==> config.mk <==
export PLATFORM = sky130hd
export DESIGN_NAME = vga_rx_timing_flat
export DESIGN_NICKNAME = d
export VERILOG_FILES = /design/src/rtl/vga_rx_timing_if.sv /design/src/rtl/vga_rx_timing.sv /design/src/flat_wrapper.sv
export SDC_FILE = /design/constraint.sdc
export NUM_CORES = 1
export LEC_CHECK = 0
export CAP_MARGIN = 20
export CORE_MARGIN = 5
export CORE_UTILIZATION = 57
export CTS_CLUSTER_DIAMETER = 150
export CTS_CLUSTER_SIZE = 24
export DETAILED_ROUTE_END_ITERATION = 16
export GPL_TIMING_DRIVEN = 0
export PLACE_DENSITY = 0.81
export SLEW_MARGIN = 20
export SYNTH_ARGS = -nofsm -noshare
export SYNTH_HDL_FRONTEND = slang
export SYNTH_SLANG_ARGS = --single-unit
==> constraint.sdc <==
create_clock -name Clk25M -period 7.3 [get_ports Clk25M]
set_input_delay 1.46 -clock Clk25M [delete_from_list [all_inputs] [get_ports Clk25M]]
set_output_delay 1.46 -clock Clk25M [all_outputs]
set_load 0.05 [all_outputs]
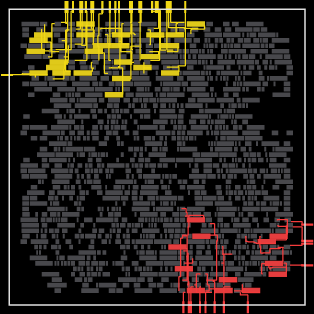
Figure 1: wires at chosen ports, followed through buffers.
Drawn at 2 px/µm.
| port | colour | bits | direction | end cells | buffers | wire |
|---|---|---|---|---|---|---|
| vga_v_total | red | 12 | output | 12 | 12 | 467 µm |
| vga_pix_data | yellow | 24 | output | 24 | 24 | 820 µm |
IO Port Bufs: 124
IO Count: 125

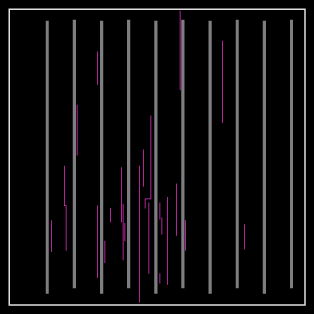
Figure 2: met4 routing.
Drawn at 2 px/µm. Supply wires on this layer in grey.
nets with wire on the layer: 18
main direction: vertical
vias post-DR: 8559
routed wire length: 28.0 mm

==> out/results.txt <==
Global-route met3 utilization: 3.21%
OpenROAD warnings: 29
Sequential share of cell area: 40.5%
Logic share of the area: 40.6%
Buf+Inv Stages, Crit Path: 7
Fin nets: 1217
And+or+nand+nor area frac: 18.5%
Fill cell count: 1447
Grt ovf: 0
Biggest Area Class: logic gates
CP Launch Type: flop
Post-layout min period: 6830 ps
Worst Path Arrival: 7190 ps
Slowest cell on crit path: nor4_2
Xor+xnor area frac: 8.96%
RSZ-0062 raised after global routing: false
Slew HR: 47.9%
CORE AREA: 18600 µm²
Gate power share: 31.9%
Worst path cell trace: or2_2 > clkbuf_1 > inv_2 > clkbuf_1 > buf_1 > clkbuf_2 > ha_1 > ha_1 > nand2_1 > nor3_1 > xnor3_1 > nor3_1 > o311ai_0 > nor4_1 > o2111ai_1 > nor4_2 > or3b_2 > buf_6 > buf_12 > mux2_4
Vias in the first global route: 8468
FMAX: 0.146 GHz
Post-CTS Hold Buffers: 0
Synth cell types: 84
Worst Tran Pin Value: 775 ps
Synth cell count leaders: dfrtp_1, nor2_1, nand2_1
N_taps: 234
Top-area cell share: 47.4%
Status: finished, final reports clean
Reg area: 5130 µm²
First-pass GRT wire length: 45.3 mm
H-tree Lvls: 1
Cell area leaders: dfrtp_1, mux2_2, xnor2_1, nor2_1, xor2_1
Wire per inst: 19.8 µm
Clk network pwr share: 23.5%
Setup Crit Path Kind: reg -> reg
Met2 Wirelength: 13.4 mm
Max Cap Violations: 0
Post-CTS Resized: 0
Net switching power figure: 1.07 mW
Reg power frac: 44.6%
Setup Fix Bufs, Post-CTS: 0
Final Hold Vio Count: 0
Hpwl dp: 20.7 mm
Clock sinks: 205
Row count: 50
Pre-Place Util: 57.6%
Top logic family: simple AND/OR/NAND/NOR gates
Clk cell area share: 2.81%
Most common logic cells in the final layout: dfrtp_1, clkdlybuf4s50_1, nor2_1
Compound Share, Synth: 10.7%
Syn avg cell area: 10.4 µm²
Post-synthesis cell count: 1034
-- power groups by stage --
stage	clock network [mW]	registers [mW]	logic [mW]
4_1_cts	0.724	1.34	0.956
5_1_grt	0.765	1.36	1.02
3_3_place_gp	0	1.36	0.934
2_1_floorplan	0	1.54	0.448
6_report	0.710	1.34	0.960
3_5_place_dp	0	1.36	0.951
-- stage by stage --
step           cell area [µm²]  utilization, %  setup WS [ps]  cells  hold slack (ps)
2_1_floorplan            10700               -           2170   1034              411
3_3_place_gp             12200            65.9          -3670   1392              424
3_5_place_dp             12300            66.3            366   1395              434
4_1_cts                  12700            68.2            341   1413              456
5_1_grt                  12700            68.2            114   1413              467
6_report                 12700            68.2            473   1413              452
Power is estimated from default activity; no workload was simulated.
